==> config.mk <==
export PLATFORM = sky130hd
export DESIGN_NAME = rgu_push_arbiter_flat
export DESIGN_NICKNAME = d
export VERILOG_FILES = /design/src/rtl/rgu_push_arbiter_pkg.sv /design/src/rtl/rgu_push_arbiter_if.sv /design/src/rtl/rgu_push_arbiter_buffer.sv /design/src/rtl/rgu_push_arbiter.sv /design/src/flat_wrapper.sv
export SDC_FILE = /design/constraint.sdc
export NUM_CORES = 1
export LEC_CHECK = 0
export CORE_MARGIN = 5
export CORE_UTILIZATION = 60
export DETAILED_ROUTE_END_ITERATION = 12
export DONT_BUFFER_PORTS = 1
export PLACE_DENSITY_LB_ADDON = 0.12
export SYNTH_ARGS = -nofsm -noshare
export SYNTH_HDL_FRONTEND = slang
export SYNTH_SLANG_ARGS = --single-unit
==> constraint.sdc <==
create_clock -name iClock -period 4.4 [get_ports iClock]
set_clock_uncertainty 0.2 [all_clocks]
set_input_delay 1.32 -clock iClock [delete_from_list [all_inputs] [get_ports iClock]]
set_output_delay 1.32 -clock iClock [all_outputs]
set_load 0.02 [all_outputs]
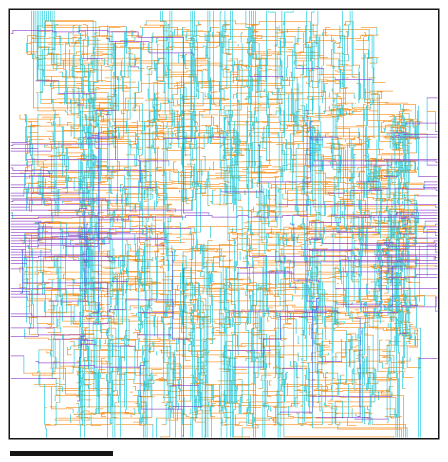
(run_1/layers.png)
The bar under the picture is 50 um long.
Key: cyan = M2 [wire length 23.5 mm]; purple = M3 [wire length 4120 um]; blue = M4 [wire length 852 um]; orange = M1 [wire length 18400 um]
routed wire length: 46.88 mm
Total GRT Usage: 21.93%

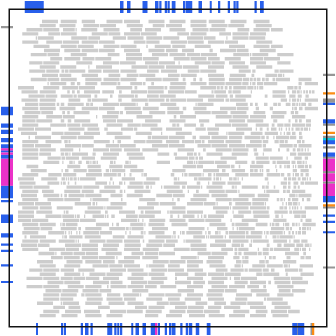
(run_1/pinout.png)
Pins as bars across the die edge, other pins in gray.
Key: cyan = `bus_iFifoFull` [pins 1, direction input, edge right]; blue = `bus_iData` [pins 128, direction input, edge 42 top, 41 bottom, 32 left, 13 right]; orange = `bus_iPush` [pins 4, direction input, edge 3 right, 1 bottom]; magenta = `bus_oFifoData` [pins 32, direction output, edge 16 right, 15 left, 1 bottom]
All pins by edge: 48 left, 45 bottom, 44 right, 42 top.
die width: 207.5 um
Die Height: 207.5 um

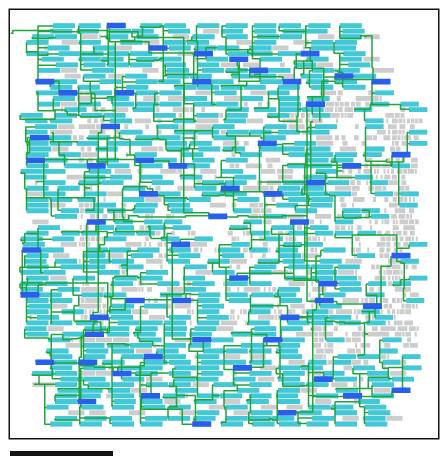
(run_1/clock_wires.png)
The bar under the picture is 50 um long.
Key: cyan = flip-flops [count 585]; blue = clock-net drivers [count 57]; green = clock wires [length 6140 um]
Position of the flops: all over the die. There are 58 routed clock nets.
P_clk: 4720 uW
Latency at later pin: 610 ps

==> summary.txt, run 1 <==
fresh numbers from the pnr run: vias per cell 6.054, drt pass-1 iters 5, period utilization 84.04%, Slew Viols, Final 0, final std cells w/o fill 1822, PostCTS Resize Cnt 0, Worst Setup Start Kind flip-flop, yosys aoi share 4.065%, final count of hold timing violations 0, syn_nets 1406, dpl cells 1714, R2R setup slack 700 ps, worst setup margin 702.3 ps, layout cells sized above 1 19.94%, IO Pins 179, part of the power in combinational logic ~29%, vias in the first global route 11.52k, # clock sinks 585, xor/xnor share of the synthesized area 0.6739%, # setup viols final 0, Slew headroom approximately 25%, Worst R2R Path Depth 11, postcts setup bufs 0, Crit path max-delay family buffers and inverters, Non-clock buffers, area share 1.241%, dominant logic cell types in the final layout edfxtp_1 (512), mux4_2 (128), nand2_1 (120), PwrDens roughly 720 nW/um^2, Mux area share between 10% and 20%, vias 11.03k, setup TNS 0 ps, power share of the clock group 25.3%, CTS hold repair buffers 0, Root Driver clkbuf_16, crit path buf inv count 3, Post-Syn Area 23390 sq um, outcome finished, final reports clean, PortBufs 0, minimum clock period 3698 ps, CTS tree done, largest net degree at the start of global routing ~75, die area 43040 sq um, flops & latches, synth about 590, ys cells 1241, sequential power share between 40% and 50%, number of enable flip-flop cells 512, Yosys chip area 23390 sq um, ClkCell Share 7.053%, clkbuf count 73, Distinct cells, synth 63, design area 25810 sq um, total power 18660 uW, FP Util 60.53%, total CTS buffers roughly 57, Final Wtd Congestion between 0.7 and 0.8, drt drc 0, Cell Rows between 70 and 80, max reg flops 512, placed cell areas around 24000 sq um, DPL Wire Length 31.06 mm, sequential cell count 585, leakage 0.008722 uW, RSZ-0062 raised after global routing false, sequential area share after synthesis 73.53%, max incr delay on CP 420 ps, CP Capture Type flip-flop, # nets final approximately 1.4k, hold_ws between 200 and 250 ps, NetSw 6100 uW, FMAX 270.4 MHz, worst hold path type in -> async, drt wl/cell 25.73 um, critical-path cell list inv_1 > ha_1 > nor2b_4 > o221ai_1 > a21o_2 > inv_2 > ha_1 > and3b_1 > o21a_1 > and2_1 > buf_4, initial antenna violation count 0, tool warnings 46, Arr. time, crit path 3720 ps, CP max FO 32, Post-Synthesis Cells 1241, remaining global-route overflow 0, mi-comb count 557, Non-clock buffers 31, synth warn 0, slowest CP cell buf_4, n_diodes 0, CP required roughly 4400 ps, sequential cell area 17210 sq um, P&R area growth vs syn 10.34%, Filler Cells Inserted between 2k and 2.5k, Worst-path clk slew 60 ps, internal power 12560 uW, Synth Flop Type edfxtp_1, critical path class reg -> reg, Seq area share approximately two thirds, Sw Share 32.69%, drt initial violations 832, post-synthesis simple-gate area fraction 5.365%, Comb area share 22.19%, stages on the worst setup path 11, Largest Pwr Group registers, FA/HA/MAJ Cells, Area Fraction between 1.5 and 2%, Top non-seq family multiplexers, Logic area approximately 5700 sq um, inverter count 23, CTS max path bufs 3, first-pass GRT wire length 71.53 mm, post-route ant nets 0, CP most frequent cell ha_1, worst slew pin tran roughly 1100 ps, Worst VDD drop 0.0004314 V, Setup WS pre-CTS 683.9 ps, fin util 66.79%, CORE AREA 38650 sq um, Biggest Area Class registers, max_cap viols 0, fraction of registers with async set/reset roughly an eighth, Mapped Avg Cell Area 18.85 sq um, H-Tree Depth 2, tap cells 518, Seq group between 8000 and 9000 uW, P_comb around 5400 uW, most frequent logic cell in the layout edfxtp_1
-- run 1: Yosys cell counts (all sizes together), types with 7 or more instances --
master / count / area, sq um
edfxtp: 512 / 15370
mux4: 128 / 2883
nand2: 120 / 450.4
dfrtp: 73 / 1827
and2: 49 / 306.5
buf: 43 / 252.7
o31ai: 38 / 285.3
a211oi: 35 / 267.8
and3: 33 / 206.5
clkbuf: 33 / 123.9
ha: 29 / 362.9
inv: 23 / 88.84
xnor2: 16 / 140.1
nand3: 10 / 50.05
nor2: 9 / 36.29
o21ai: 9 / 56.30
nand2b: 7 / 43.79
nor2b: 7 / 53.80
-- run 1: metal layers --
layer  global-route usage [%]  routed length (um)  up-vias
li1                         -                   -     4959
met1                    29.29               18360     5714
met2                    35.50               23550      297
met3                    7.602                4119       60
met4                    5.290                 852        0
met5                        0                   0        -
==> run_1/clock_nets.png <==
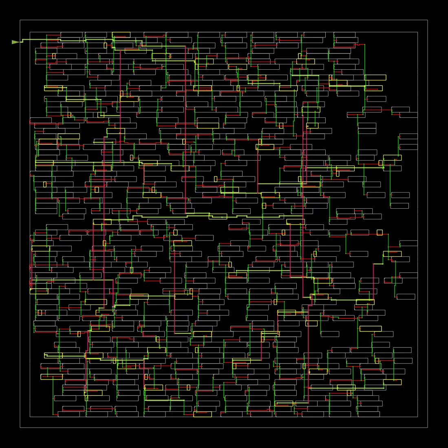

## Run 2: what changed since run 1
==> constraint.sdc (replaced) <==
create_clock -name iClock -period 3.8 [get_ports iClock]
set_clock_uncertainty 0.2 [all_clocks]
set_input_delay 1.14 -clock iClock [delete_from_list [all_inputs] [get_ports iClock]]
set_output_delay 1.14 -clock iClock [all_outputs]
set_load 0.02 [all_outputs]
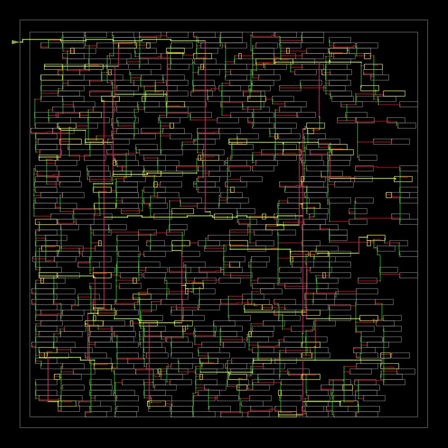
(run_2/clock_nets.png)
sequential cell count: 585
P_clk: 5820 uW
Latency at later pin: 600 ps
clkbuf count: 77
# clock sinks: 585

==> run 2 against run 1 <==
  * Clock power is 23% higher
  * Via count is 1.8% higher
  * Cell count is 0.82% higher
  * Combinational power is 23% higher
==> summary.txt, run 2 <==
fresh numbers from the pnr run: CTS max path bufs 3 (unchanged), crit path buf inv count 3 (unchanged), vias per cell 6.114 (was 6.054), post-synth top area cell edfxtp_1 (unchanged), dominant logic cell types in the final layout edfxtp_1 (512), mux4_2 (128), nand2_1 (120) (unchanged), CORE AREA 38650 sq um (unchanged), fin util 67.81% (was 66.79%), remaining global-route overflow 0 (unchanged), Slew headroom 33.77% (was 24.98%), Cell Rows 72 (unchanged), part of the power in combinational logic 29.9% (was 29.0%), Slew Viols, Final 0 (unchanged), max reg flops 512 (unchanged), PwrDens 846.6 nW/um^2 (was 722.9 nW/um^2), FA/HA/MAJ Cells, Area Fraction 1.551% (unchanged), R2R setup slack 220 ps (was 700 ps), P&R area growth vs syn 12.02% (was 10.34%), syn_nets 1406 (unchanged), most common cell in the synthesized netlist edfxtp_1 (unchanged), internal power 14970 uW (was 12560 uW), max_cap viols 0 (unchanged), Met2 Wirelength 24.81 mm (was 23.55 mm), leakage 0.008907 uW (was 0.008722 uW), post-synthesis simple-gate area fraction 5.365% (unchanged), Total GRT Usage 23.15% (was 21.93%), vias 11.23k (was 11.03k), power share of the clock group 26.2% (was 25.3%), die area 43040 sq um (unchanged), Top non-seq family multiplexers (unchanged), first-pass GRT wire length 74.41 mm (was 71.53 mm), met1 usage 29.69% (was 29.29%), most frequent logic cell in the layout edfxtp_1 (unchanged), worst slew pin tran 993.4 ps (was 1125 ps), DR top layer met4 (unchanged), post-route ant nets 0 (unchanged), initial antenna violation count 0 (unchanged), placed cell areas 24140 sq um (was 23990 sq um), hold_ws 156.9 ps (was 214.2 ps), stages on the worst setup path 11 (unchanged), total CTS buffers 57 (unchanged), # setup viols final 0 (unchanged), sequential area share after synthesis 73.53% (unchanged), outcome finished, final reports clean (unchanged), Routed met3 length 4.559 mm (was 4.119 mm), routed metal-1 wirelength 18.91 mm (was 18.36 mm), H-Tree Depth 2 (unchanged), P_comb 6640 uW (was 5420 uW), Root Driver clkbuf_16 (unchanged), routed wire length 49.38 mm (was 46.88 mm), setup TNS 0 ps (unchanged), tool warnings 46 (unchanged), Worst Setup Start Kind flip-flop (unchanged), Synth Flop Type edfxtp_1 (unchanged), vias in the first global route 11.59k (was 11.52k), IO Pins 179 (unchanged), CP required 3880 ps (was 4420 ps), sequential power share 43.8% (was 45.7%), Distinct cells, synth 63 (unchanged), synth warn 0 (unchanged), # nets final 1435 (was 1420), design area 26210 sq um (was 25810 sq um), met2 GRT Util 38.15% (was 35.50%), Seq group 9730 uW (was 8520 uW), Arr. time, crit path 3650 ps (was 3720 ps), DPL Wire Length 31.94 mm (was 31.06 mm), final std cells w/o fill 1837 (was 1822)
[run 2: netlist changes by cell type in the layout (fill, tap and decap cells not counted), sizes merged]
| cell | previous run | this run |
|---|---|---|
| clkinvlp | 1 | 2 |
| clkinv | 27 | 20 |
| buf | 31 | 40 |
| clkbuf | 73 | 77 |
| dlygate4sd3 | 0 | 6 |
| bufinv | 6 | 8 |
[run 2: cell type report]
class,count,area [sq um],area share (%)
clock buffer,77,1604,6.121
inverter,23,88.84,0.3390
clock inverter,31,356.6,1.361
sequential,585,17210,65.66
multi-input combinational,557,5728,21.86
tap,518,648.1,2.473
timing repair buffer,46,573.1,2.187
[run 2: what timing repair did]
item                                   4_1_cts  5_1_grt
resized                                      0        1
setup endpoints to repair                    0       21
endpoints found under the hold margin       33        0
hold buffers                                 8        0
No activity file was given, so power comes from the tool's default toggle rates.
